### src/rtl/instr_decode_stage_pkg.sv
// Shared types, opcode constants and the opcode-to-class lookup for the decode stage.
package instr_decode_stage_pkg;

    typedef enum logic [2:0] {
        CLS_VAL,
        CLS_MOV,
        CLS_MEM,
        CLS_INC,
        CLS_BR,
        CLS_ALU,
        CLS_SHF,
        CLS_FUNC
    } dec_class_t;

    typedef enum logic [1:0] {
        ST_RUN,
        ST_PREFIX,
        ST_HALT
    } dec_state_t;

    localparam logic [4:0] OP_MOV_LO = 5'b00010;
    localparam logic [4:0] OP_MEM_LO = 5'b10000;
    localparam logic [4:0] OP_INC_LO = 5'b10010;
    localparam logic [4:0] OP_BR_LO  = 5'b10100;
    localparam logic [4:0] OP_SETH   = 5'b11001;
    localparam logic [4:0] OP_MATH   = 5'b11010;
    localparam logic [4:0] OP_MTHS   = 5'b11011;
    localparam logic [4:0] OP_SHF_LO = 5'b11100;
    localparam logic [4:0] OP_FLIP   = 5'b11110;
    localparam logic [4:0] OP_FUNC   = 5'b11111;

    localparam logic [3:0] FN_DONE   = 4'b1111;

    // Opcode space is laid out in ascending class ranges, so lower bounds suffice.
    // seth has no class of its own and is never emitted; it maps to VAL.
    function automatic dec_class_t classify(input logic [4:0] op);
        if (op < OP_MOV_LO)      classify = CLS_VAL;
        else if (op < OP_MEM_LO) classify = CLS_MOV;
        else if (op < OP_INC_LO) classify = CLS_MEM;
        else if (op < OP_BR_LO)  classify = CLS_INC;
        else if (op < OP_SETH)   classify = CLS_BR;
        else if (op < OP_MATH)   classify = CLS_VAL;
        else if (op < OP_SHF_LO) classify = CLS_ALU;
        else if (op < OP_FLIP)   classify = CLS_SHF;
        else                     classify = CLS_FUNC;
    endfunction

endpackage

### src/rtl/instr_field_decode.sv
// Purely combinational field decode of one fetched word: class, destination,
// register bank and the seth/done markers used by the stage control.
module instr_field_decode
    import instr_decode_stage_pkg::*;
#(
    parameter int OPR_W = 4
) (
    input  logic [OPR_W+4:0] in_instr,
    output dec_class_t       dec_class,
    output logic [3:0]       dst,
    output logic             bank,
    output logic             is_seth,
    output logic             is_done
);

    logic [4:0] opcode;
    logic [3:0] fn;

    assign opcode = in_instr[OPR_W+4:OPR_W];
    assign fn     = in_instr[3:0];

    always_comb begin
        dec_class = classify(opcode);
        dst       = (dec_class == CLS_MOV) ? opcode[3:0] : 4'd0;
        bank      = (opcode == OP_MTHS);
        is_seth   = (opcode == OP_SETH);
        is_done   = (opcode == OP_FUNC) && (fn == FN_DONE);
    end

endmodule

### src/rtl/instr_decode_stage.sv
// Decode stage: one registered decode bundle, sticky seth prefix latch and RUN/PREFIX/HALT control.
// Defining DECODE_STATS_EN adds saturating stat_instr / stat_stall counters.
module instr_decode_stage
    import instr_decode_stage_pkg::*;
#(
    parameter int OPR_W = 4,
    parameter int EXT_W = 4
`ifdef DECODE_STATS_EN
    ,
    parameter int STAT_W = 16
`endif
) (
    input  logic              clk,
    input  logic              rst_n,
    input  logic              flush,
    input  logic              resume,
    input  logic              in_valid,
    output logic              in_ready,
    input  logic [OPR_W+4:0]  in_instr,
    output logic              out_valid,
    input  logic              out_ready,
    output dec_class_t        out_class,
    output logic [4:0]        out_opcode,
    output logic [3:0]        out_dst,
    output logic [OPR_W-1:0]  out_opr,
    output logic              out_bank,
    output logic [EXT_W-1:0]  out_ext,
    output logic              out_ext_vld,
    output logic              out_halt,
    output logic              halted
`ifdef DECODE_STATS_EN
    ,
    output logic [STAT_W-1:0] stat_instr,
    output logic [STAT_W-1:0] stat_stall
`endif
);

    localparam int INSTR_W = 5 + OPR_W;

    dec_state_t       state;
    dec_state_t       state_nxt;
    logic [EXT_W-1:0] ext;
    logic             ext_pend;
    logic             accept;

    dec_class_t       dec_class;
    logic [3:0]       dec_dst;
    logic             dec_bank;
    logic             dec_seth;
    logic             dec_done;

    instr_field_decode #(.OPR_W(OPR_W)) u_fields (
        .in_instr  (in_instr),
        .dec_class (dec_class),
        .dst       (dec_dst),
        .bank      (dec_bank),
        .is_seth   (dec_seth),
        .is_done   (dec_done)
    );

    // A flush cycle never accepts, so flush trivially wins over a simultaneous transfer.
    assign in_ready = (state != ST_HALT) && (!out_valid || out_ready) && !flush;
    assign accept   = in_valid && in_ready;
    assign halted   = (state == ST_HALT);

    always_ff @(posedge clk or negedge rst_n) begin
        if (!rst_n) state <= ST_RUN;
        else        state <= state_nxt;
    end

    always_comb begin
        state_nxt = state;
        case (state)
            ST_RUN, ST_PREFIX: begin
                if (flush)         state_nxt = ST_RUN;
                else if (accept) begin
                    if (dec_seth)      state_nxt = ST_PREFIX;
                    else if (dec_done) state_nxt = ST_HALT;
                    else               state_nxt = ST_RUN;
                end
            end
            ST_HALT: begin
                if (resume) state_nxt = ST_RUN;
            end
            default: state_nxt = ST_RUN;
        endcase
    end

    // seth words are absorbed here and never reach the output register.
    always_ff @(posedge clk or negedge rst_n) begin
        if (!rst_n) begin
            ext      <= '0;
            ext_pend <= 1'b0;
        end else if (flush) begin
            ext_pend <= 1'b0;
        end else if (accept) begin
            if (dec_seth) begin
                ext      <= in_instr[EXT_W-1:0];
                ext_pend <= 1'b1;
            end else begin
                ext_pend <= 1'b0;
            end
        end
    end

    always_ff @(posedge clk or negedge rst_n) begin
        if (!rst_n) begin
            out_valid   <= 1'b0;
            out_class   <= CLS_VAL;
            out_opcode  <= '0;
            out_dst     <= '0;
            out_opr     <= '0;
            out_bank    <= 1'b0;
            out_ext     <= '0;
            out_ext_vld <= 1'b0;
            out_halt    <= 1'b0;
        end else if (flush) begin
            out_valid <= 1'b0;
        end else if (accept && !dec_seth) begin
            out_valid   <= 1'b1;
            out_class   <= dec_class;
            out_opcode  <= in_instr[INSTR_W-1:OPR_W];
            out_dst     <= dec_dst;
            out_opr     <= in_instr[OPR_W-1:0];
            out_bank    <= dec_bank;
            out_ext     <= ext_pend ? ext : '0;
            out_ext_vld <= ext_pend;
            out_halt    <= dec_done;
        end else if (out_ready) begin
            out_valid <= 1'b0;
        end
    end

`ifdef DECODE_STATS_EN
    localparam logic [STAT_W-1:0] STAT_ONE = {{(STAT_W-1){1'b0}}, 1'b1};

    // Counters saturate at all-ones and are cleared only by reset.
    always_ff @(posedge clk or negedge rst_n) begin
        if (!rst_n) begin
            stat_instr <= '0;
            stat_stall <= '0;
        end else begin
            if (out_valid && out_ready && !(&stat_instr))
                stat_instr <= stat_instr + STAT_ONE;
            if (out_valid && !out_ready && !(&stat_stall))
                stat_stall <= stat_stall + STAT_ONE;
        end
    end
`endif

endmodule

### config.mk
export PLATFORM = sky130hd
export DESIGN_NAME = instr_decode_stage
export DESIGN_NICKNAME = d
export VERILOG_FILES = /design/src/rtl/instr_decode_stage_pkg.sv /design/src/rtl/instr_field_decode.sv /design/src/rtl/instr_decode_stage.sv
export SDC_FILE = /design/constraint.sdc
export NUM_CORES = 1
export LEC_CHECK = 0
export CAP_MARGIN = 20
export CORE_ASPECT_RATIO = 0.8
export CORE_MARGIN = 8
export CORE_UTILIZATION = 51
export CTS_BUF_LIST = sky130_fd_sc_hd__clkbuf_8
export CTS_CLUSTER_DIAMETER = 60
export DETAILED_ROUTE_END_ITERATION = 8
export MAX_ROUTING_LAYER = met4
export PLACE_DENSITY = 0.86
export SYNTH_ARGS = -nofsm -noshare
export SYNTH_HDL_FRONTEND = slang
export SYNTH_SLANG_ARGS = --single-unit
### constraint.sdc
create_clock -name clk -period 2.5 [get_ports clk]
set_input_delay 0.5 -clock clk [delete_from_list [all_inputs] [get_ports clk]]
set_output_delay 0.5 -clock clk [all_outputs]
set_load 0.05 [all_outputs]
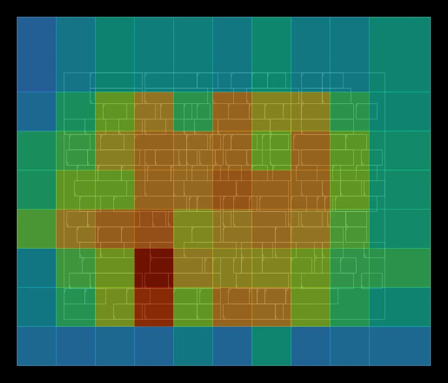
**Above:** run 1 (track usage over the die).
GRT Max-Usage Layer: met2
Final Core Density: 0.7754

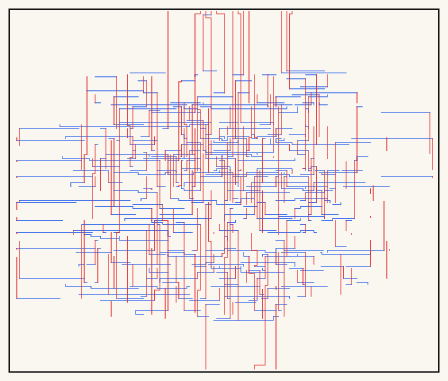
**Above:** run 1 (routed metal, one color a layer).
Two of the layers only.
metal 2: shown in red, wire length 1470 um. metal 1: shown in blue, wire length 1410 um.
drt total wl: 3147 um
routed length per instance: 16.65 um
Global Route Usage Sum: 0.1551

==> flow_metrics.tcl, run 1 <==
# collected from the flow reports
set metrics [dict create \
    outcome "finished clean" \
    end_kind "output port" \
    htreeDepth 2 \
    drv_slew 0 \
    synth_seq_share 0.5871 \
    io_buffer_count 40 \
    tool_warnings 26 \
    first_iter_violations 56 \
    worst_ep_arrival_time_ps 1660 \
    yosysUniqueCellTypes 30 \
    routed_via_density 5.275 \
    fin_skew_ps 4.236 \
    drive_gt1_frac 0.1895 \
    wl_met3_um 219 \
    grt_pass1_wl_um 5002 \
    synth_chip_area_um2 1321 \
    chipArea_um2 4485 \
    clkSinkCount 31 \
    edf_count 0 \
    worstPathMaxFanout 5 \
    netlist_area_um2 1321 \
    grt-ovfl-total 0 \
    antenna_found_initial 0 \
    fp-utilization 0.5366 \
    grt_max_degree 32 \
    r2r_setup_slack_ps 900 \
    period_needed_ps 2161 \
    largest_reg_flops 5 \
    numSynthFlops 31 \
    wl_met1_um 1410 \
    dr_total_vias 997 \
    whs_path_depth 1 \
    worstMarginPinSlew_ps 515.4 \
]
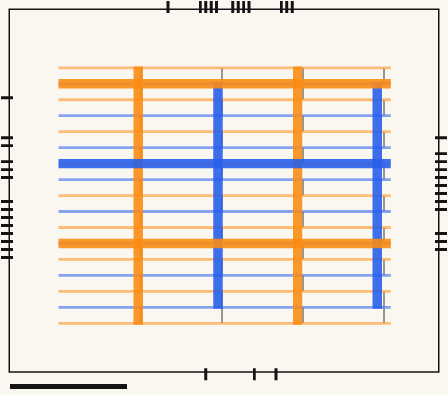
**Above:** run 1 (power grid).
The bar under the picture is 20 um long. Pins as bars on the die edge. Tap cells in gray.
VDD: shown in blue. VSS: shown in orange.
The core has 16 rows. 3 straps on met5. 36 tap cells. 17 met1 rails follow the rows. 41 signal pins sit on the boundary.
maximum vdd drop: 0.5302 mV
die height: 61.53 um

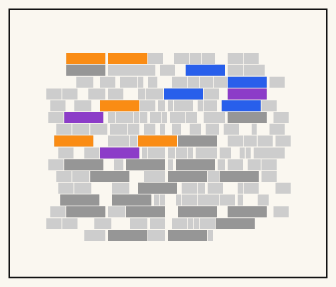
**Above:** run 1 (where the registers sit).
out_opcode: shown in orange, placed flops 5. out_dst: shown in blue, placed flops 4. out_class: shown in purple, placed flops 3.
Reg area: 775.7 um^2
Sequential Power: 592 uW
sequential cell area share: 0.4063

[run 1: synth_stat cells (2+ instances only)]
library cell,number,area [um^2]
mux2_1,10,112.6
nand4_1,2,12.51
inv_1,7,26.28
mux2i_1,4,40.04
a22o_1,3,26.28
nand2_1,9,33.78
dfrtp_1,31,775.7
buf_2,3,15.01
o21ai_0,4,20.02
nor2_1,4,15.01
mux2_2,7,78.83
or4_1,2,15.01
[run 1: per-stage QoR]
stage / total power, uW / cells / worst slack, ps / util
floorplan: 846.3 / 104 / 566.9 / -
global placement: 1010 / 181 / 247.4 / 0.7276
detailed placement: 1017 / 181 / 227.8 / 0.7276
CTS: 1526 / 189 / 330.7 / 0.7754
global route: 1565 / 189 / 291.0 / 0.7754
finish: 1510 / 189 / 339.2 / 0.7754
[run 1: power breakdown]
part / switching, uW / total, uW / internal, uW
combinational: 261 / 416 / 155
sequential: 33.4 / 592 / 559
clock: 179 / 502 / 322
total: 474 / 1510 / 1040
[run 1: cell type report]
type | count | area, um^2
flip-flops and latches | 31 | 775.7
multi-input cells | 62 | 496.7
clock buffers | 6 | 82.58
inverters | 7 | 26.28
repair buffers | 45 | 447.9
fillers | 161 | 553.0
well taps | 36 | 45.04
clock inverters | 2 | 35.03
[run 1: critical path, cell delays in order (launching register included)]
cell and delay (ps):
dfrtp_1 380, nand2b_4 160, inv_1 60, clkdlybuf4s50_1 790
[run 1: kinds of logic (layout without fill, tap and decap cells)]
logic type | Yosys count | after routing | share of synthesized area
AOI/OAI and AO/OA | 13 | 13 | 0.07198
xor gates and xnor gates | 1 | 1 | 0.006630
buffers and inverters | 11 | 60 | 0.03693
DFF | 31 | 31 | 0.5871
muxes | 21 | 21 | 0.1752
and+or+nand+nor | 27 | 27 | 0.1221
## Run 2: what changed since run 1
--- a/config.mk
+++ b/config.mk
@@ -10,7 +10,7 @@
 export CORE_MARGIN = 8
 export CORE_UTILIZATION = 51
 export CTS_BUF_LIST = sky130_fd_sc_hd__clkbuf_8
-export CTS_CLUSTER_DIAMETER = 60
+export CTS_CLUSTER_DIAMETER = 200
 export DETAILED_ROUTE_END_ITERATION = 8
 export MAX_ROUTING_LAYER = met4
 export PLACE_DENSITY = 0.86
==> run 2 against run 1 <==
Sequential cell count is the same. Global-route usage is the same. Largest cell class unchanged. Worst setup slack is the same. Clock skew is the same. Power is the same. Critical endpoint unchanged. Die area is the same. Highest routed layer unchanged. Non-clock buffer count is the same. Register-to-register slack is essentially flat.
==> flow_metrics.tcl, run 2 <==
# collected from the flow reports
set metrics [dict create \
    utilization 0.7754 \
    fp-utilization 0.5366 \
    period_needed_ps 2161 \
    dr_total_vias 997 \
    fin_cells 189 \
    htreeDepth 2 \
    first_iter_violations 56 \
    antenna_found_initial 0 \
    p_total_uw 1510 \
    numSynthFlops 31 \
    top_cells_by_area "dfrtp_1 59%, mux2_1 8.5%, mux2_2 6.0%, mux2i_1 3.0%, nand2_1 2.6%" \
    edf_count 0 \
    io_buffer_count 40 \
    worstMarginPinSlew_ps 515.4 \
    tool_warnings 26 \
    peakVddDrop_mv 0.5302 \
    chipArea_um2 4485 \
    largest_area_cell "dfrtp_1" \
    worst_ep_arrival_time_ps 1660 \
    grt-ovfl-total 0 \
    die_height_um 61.53 \
    synth_chip_area_um2 1321 \
    common_cells "31 x dfrtp_1, 10 x mux2_1, 9 x nand2_1, 7 x inv_1, 7 x mux2_2" \
    largest_reg_flops 5 \
    yosysUniqueCellTypes 30 \
    nFillCells 161 \
    fin_skew_ps 4.236 \
    placed_cells 181 \
    drive_gt1_frac 0.1895 \
    outcome "finished clean" \
    wl_per_cell_um 16.65 \
    wirelength_um 3147 \
]
[run 2: per-layer routing]
layer,part of all wire,vias up,global-route usage
met5,0,-,-
met1,0.45,485,0.1815
met4,0.016,0,0.07670
li1,-,463,-
met3,0.070,7,0.05041
met2,0.47,42,0.2379
[run 2: worst max-delay path: stages (launching register included)]
cell	delay (ps)
dfrtp_1	380
nand2b_4	160
inv_1	60
clkdlybuf4s50_1	790
[run 2: power breakdown]
part | internal (uW) | switching [uW]
logic | 155 | 261
clock network | 322 | 179
registers | 559 | 33.4
[run 2: cell type report]
class	instances	area (um^2)	area share
clock buffer	6	82.58	0.04325
clock inverter	2	35.03	0.01835
inverter	7	26.28	0.01376
multi-input combinational	62	496.7	0.2602
sequential	31	775.7	0.4063
tap	36	45.04	0.02359
timing repair buffer	45	447.9	0.2346
[run 2: path summary, 6_finish.rpt]
check / startpoint / endpoint / slack [ps] / cells past startpoint
setup reg to reg: state[0]$_DFFE_PN0P_ / out_ext[3]$_DFFE_PN0P_ / 900 / 5
setup / recovery: state[0]$_DFFE_PN0P_ / halted / 340 / 3
hold reg to reg: out_opcode[4]$_DFFE_PN0P_ / out_opcode[4]$_DFFE_PN0P_ / 500 / 1
hold / removal: out_opcode[4]$_DFFE_PN0P_ / out_opcode[4]$_DFFE_PN0P_ / 500 / 1
min in group asynchronous: rst_n / out_ext[3]$_DFFE_PN0P_ / 620 / 2
max in group asynchronous: rst_n / out_opcode[1]$_DFFE_PN0P_ / 1600 / 2
[run 2: cell families after synthesis]
family          count (synthesis)  synth area share
xor+xnor                        1          0.006630
simple gates                   27            0.1221
buf+inv                        11           0.03693
compound gates                 13           0.07198
mux                            21            0.1752
flops                          31            0.5871
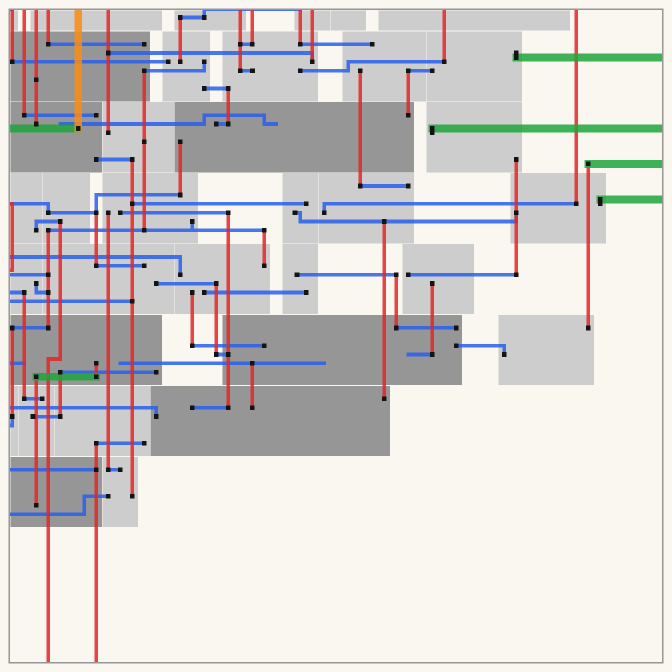
**Above:** run 2 (a small window of the routed layout).
Window x 42 to 67, y 3 to 28 um. Cells in gray, sequential cells in the stronger gray; small squares are vias.
metal 4: shown in orange. metal 1: shown in blue. metal 3: shown in green. metal 2: shown in red.
Sequential cells in the window: 5. 24 logic cells have their middle in the window. Netlist names of flops here include out_ext (3). Most frequent: clkdlybuf4s50_1 (6), dfrtp_1 (5), inv_1 (3).

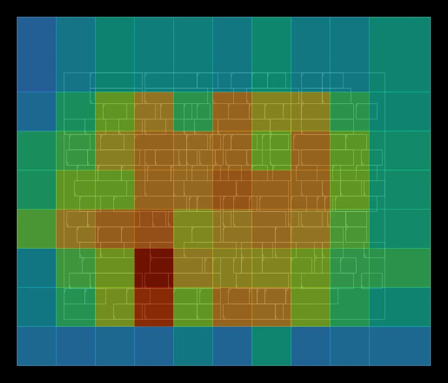
**Above:** run 2 (track usage over the die).
met1 usage: 0.1815
met3 Use GR: 0.05041
GR Layer Usage met2: 0.2379

Power is estimated from default activity; no workload was simulated.
